$ cat config.mk
export PLATFORM = sky130hd
export DESIGN_NAME = event_timer_bank
export DESIGN_NICKNAME = d
export VERILOG_FILES = /design/src/rtl/event_timer_bank.sv
export SDC_FILE = /design/constraint.sdc
export NUM_CORES = 1
export LEC_CHECK = 0
export ABC_AREA = 1
export CORE_MARGIN = 3
export CORE_UTILIZATION = 40
export CTS_CLUSTER_SIZE = 16
export DETAILED_ROUTE_END_ITERATION = 7
export SETUP_SLACK_MARGIN = 0.02
export SLEW_MARGIN = 30
export SYNTH_ARGS = -nofsm -noshare
export SYNTH_HDL_FRONTEND = slang
export SYNTH_SLANG_ARGS = --single-unit
$ cat constraint.sdc
create_clock -name sysclk -period 10.7 [get_ports sysclk]
set_input_delay 2.14 -clock sysclk [delete_from_list [all_inputs] [get_ports sysclk]]
set_output_delay 2.14 -clock sysclk [all_outputs]
set_load 0.005 [all_outputs]
$ cat src/rtl/event_timer_bank.sv
// event_timer_bank: a bank of independent microsecond countdown timers.
// Each timer raises a one-cycle pulse on its bit of `expired` when its count
// runs out. A shared prescaler divides sysclk down to the microsecond tick.
//
// Optional feature: define EVENT_TIMER_PERIODIC_EN to add a reload register
// per timer. With the reload register, a timer restarts on expiry for periodic
// events. When the macro is undefined, every timer is one-shot and
// reload_load is ignored.
//
// Ports:
//   sysclk, sysreset  clock and asynchronous active-high reset
//   data_in[15:0]     MCU write data
//   select_load       latch data_in[3:0] as the selected timer index
//   count_load        load data_in into the selected timer's count (0 cancels)
//   reload_load       write data_in to the selected timer's reload register
//   count_out[15:0]   registered remaining count of the selected timer
//   expired[]         one-cycle expiry pulses, bit i = timer i
module event_timer_bank #(
  parameter int unsigned NUM_TIMERS   = 8,
  parameter int unsigned PRESCALE_DIV = 50,
  parameter int unsigned TOP_TIMER    = NUM_TIMERS - 1
) (
  input  logic               sysclk,
  input  logic               sysreset,
  input  logic [15:0]        data_in,
  input  logic               select_load,
  input  logic               count_load,
  input  logic               reload_load,
  output logic [15:0]        count_out,
  output logic [TOP_TIMER:0] expired
);

  localparam int unsigned PW = 10;
  localparam int unsigned CW = 16;
  localparam int unsigned SW = 4;

  logic [PW-1:0]         presc_q, presc_d;
  logic [SW-1:0]         sel_q, sel_d;
  logic [CW-1:0]         count_q [NUM_TIMERS];
  logic [CW-1:0]         count_d [NUM_TIMERS];
  logic [NUM_TIMERS-1:0] armed_q, armed_d;
  logic [TOP_TIMER:0]    expired_q, expired_d;
  logic [CW-1:0]         count_out_q, count_out_d;
  logic                  tick;
  logic [NUM_TIMERS-1:0] sel_hit;
  logic                  wr_count;
  logic                  wr_reload;

`ifdef EVENT_TIMER_PERIODIC_EN
  logic [CW-1:0]         reload_q [NUM_TIMERS];
  logic [CW-1:0]         reload_d [NUM_TIMERS];
`else
  logic                  unused_reload_load;
  assign unused_reload_load = reload_load;
`endif

  assign tick      = (presc_q == PW'(PRESCALE_DIV - 1));
  // select_load takes precedence over the data writes when strobes overlap
  assign wr_count  = count_load  && !select_load;
  assign wr_reload = reload_load && !select_load;

  // One-hot decode of the selected timer; an out-of-range index hits nothing
  always_comb begin
    sel_hit = '0;
    for (int i = 0; i < int'(NUM_TIMERS); i++) begin
      sel_hit[i] = (sel_q == SW'(i));
    end
  end

  // Next-state logic for prescaler, selection, timers and outputs
  always_comb begin
    presc_d     = tick ? '0 : presc_q + PW'(1);
    sel_d       = select_load ? data_in[SW-1:0] : sel_q;
    count_d     = count_q;
    armed_d     = armed_q;
    expired_d   = '0;
    count_out_d = '0;
`ifdef EVENT_TIMER_PERIODIC_EN
    reload_d    = reload_q;
`endif
    for (int i = 0; i < int'(NUM_TIMERS); i++) begin
      if (sel_hit[i]) begin
        count_out_d = count_q[i];
      end
      // A write wins over a coincident tick: no decrement, no expiry
      if (wr_count && sel_hit[i]) begin
        count_d[i] = data_in;
        armed_d[i] = |data_in;
      end else if (tick && armed_q[i]) begin
        if (count_q[i] > CW'(1)) begin
          count_d[i] = count_q[i] - CW'(1);
        end else begin
          expired_d[i] = 1'b1;
`ifdef EVENT_TIMER_PERIODIC_EN
          if (reload_q[i] != '0) begin
            count_d[i] = reload_q[i];
          end else begin
            count_d[i] = '0;
            armed_d[i] = 1'b0;
          end
`else
          count_d[i] = '0;
          armed_d[i] = 1'b0;
`endif
        end
      end
`ifdef EVENT_TIMER_PERIODIC_EN
      if (wr_reload && sel_hit[i]) begin
        reload_d[i] = data_in;
      end
`endif
    end
  end

  // State registers
  always_ff @(posedge sysclk or posedge sysreset) begin
    if (sysreset) begin
      presc_q     <= '0;
      sel_q       <= '0;
      count_q     <= '{default: '0};
      armed_q     <= '0;
      expired_q   <= '0;
      count_out_q <= '0;
`ifdef EVENT_TIMER_PERIODIC_EN
      reload_q    <= '{default: '0};
`endif
    end else begin
      presc_q     <= presc_d;
      sel_q       <= sel_d;
      count_q     <= count_d;
      armed_q     <= armed_d;
      expired_q   <= expired_d;
      count_out_q <= count_out_d;
`ifdef EVENT_TIMER_PERIODIC_EN
      reload_q    <= reload_d;
`endif
    end
  end

  assign count_out = count_out_q;
  assign expired   = expired_q;

endmodule

==> metrics.yaml <==
io_buffer_count: 43
cts_buffers: 17
logic_gates: 1397
synthesis.instances: 1799
fillCellCount: 3041
antenna_left: 0
htree_levels: 4
setup_viol: 0
r2r-end: "count_q[103]$_DFFE_PP0P_"
worstHoldEndpoint: "armed_q[1]$_DFFE_PP0P_"
drc: 0
timing.final.crit_share_pct: 42.2
status: "finished, final reports clean"
drive_gt1_share_pct: 4.31
seq-cell-share_pct: 33.0
drt_iter0_markers: 1061
hpwl_mm: 28.7
grt_max_degree: 106
r2r-start: "sel_q[3]$_DFFE_PP0P_"
worstPathArrival_ns: 4.84
grt_pass1_vias: 11200
yosysTopAreaCell: "dfrtp_1"
place.gp.congestion: 0.968
clock.fmax_mhz: 222
postCtsSetupBuffers: 0
die_h_um: 178
maxCapViolCount: 0
rsz0062_at_grt: "false"
rrSetupSlack_ns: 7.90
lay_top_count: "nand2_1"
yosys_warnings: 0
cts_resized: 0
tightestPinTransition_ns: 0.855
layout.nets: 1860
p_leak_nw: 6.46
final_max_slew_viol_count: 0
slew_headroom_pct: 42.8
edf_count: 0
avgViaCountPerCell: 5.38
insertion_delay_ns: 0.45
ff_type: "dfrtp_1"
ys_types: 34
common_cells: "549 x nand2_1, 293 x nor2_1, 276 x nand3_1"
yosysMostFrequentCell: "nand2_1"
fin_tns_setup_ns: 0
flop_area_mm2: 0.00435
comb_area_share_pct: 49.8
worstSetupStartpointType: "input port"
clock_area_share_pct: 4.56
-- flip-flops by register name, summed over array words and instances, names as in the netlist --
| name | flops |
|---|---|
| presc_q | 10 |
| sel_q | 4 |
| expired | 8 |
| count_q | 128 |
| count_out | 16 |
| armed_q | 8 |
-- cells by family after synthesis --
| logic type | count (synthesis) | share of synthesized area, % |
|---|---|---|
| compound gates | 87 | 4.00 |
| xor+xnor | 74 | 5.48 |
| flops | 174 | 36.8 |
| fa+ha+maj | 18 | 1.90 |
| buf+inv | 228 | 7.59 |
| simple gates | 1218 | 44.2 |
-- layer usage --
layer  wire length (um)  GRT usage (%)  vias up
met5                  0              0        -
met4               1350           9.98        0
met3               3350           4.00       74
met2              17300           38.5      480
met1              18400           38.5     5573
li1                   -              -     5798
-- per-stage QoR --
step | power [mW] | utilization [%] | setup slack [ns] | hold slack [ns] | cells
final | 3.34 | 45.7 | 6.19 | 0.508 | 2218
after global routing | 3.63 | 45.7 | 6.02 | 0.533 | 2218
after CTS | 3.33 | 45.6 | 6.28 | 0.500 | 2218
after detailed placement | 2.67 | 43.6 | 5.80 | 0.484 | 2186
after global placement | 2.64 | 43.6 | 5.85 | 0.473 | 2186
after floorplan | 2.25 | - | 3.84 | 0.453 | 1799
-- power by group --
group | leakage, nW | internal (mW) | switching [mW]
clock | 0.289 | 0.353 | 0.308
sequential | 2.16 | 0.907 | 0.367
combinational | 4.01 | 0.539 | 0.866
total | 6.46 | 1.80 | 1.54
-- worst max-delay path: stages --
cell and delay (ns):
clkdlybuf4s50_1 0.57, nor2_4 0.43, nand3_1 0.71, nand2_1 0.56, nor2_1 0.22, nand2_1 0.13, nand3_1 0.07
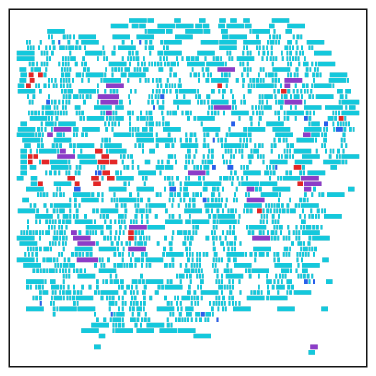
**Above:** cells by drive strength.
Scale: 2 px per um.
- cyan: _0 and _1 cells (cells 1,755; share 96%; most used nand2_1)
- purple: _6 and larger (cells 28; share 1.5%; most used clkbuf_16)
- blue: _2 cells (cells 24; share 1.3%; most used inv_2)
- red: _3 and _4 cells (cells 27; share 1.5%; most used buf_4)
Area Overhead vs Synth: 11.7%
Signal buffers: 54
Finished Cell Area: 0.0132 mm2
final setup margin: 6.19 ns

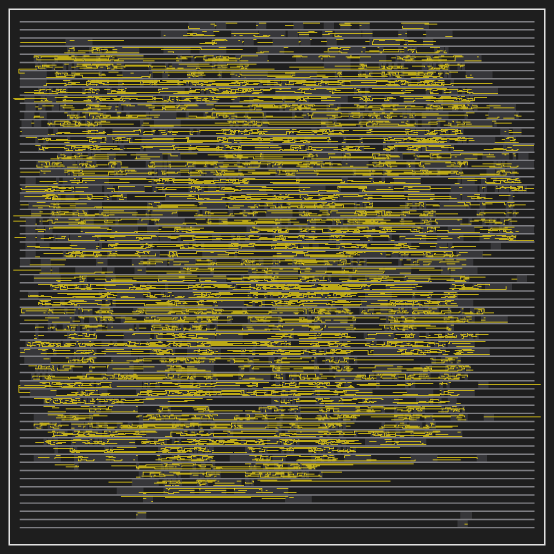
**Above:** met1 routing.
Scale: 3 px per um. Supply wires on this layer in grey. Cells faint in the background.
- nets with wire on the layer: 1,713
- share of all routed wire: 46%

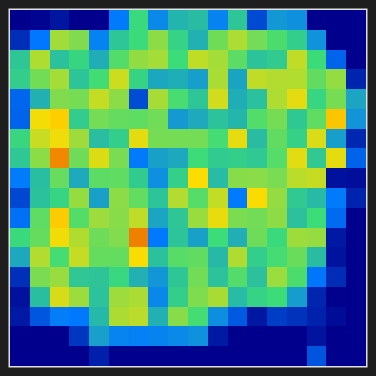
**Above:** cell density map.
Scale: 2 px per um. 18 x 18 tiles, from dark blue (low) to red (high), 0 to 100% covered.
- mean over tiles: 40%
- nearly empty tiles: 13%
- tiles over 75% full: 1.9%
- emptiest ninth of the die: bottom right
fin util: 45.7%
core area: 0.0289 mm2
fp_density: 40.9%

Power is estimated from default activity; no workload was simulated.
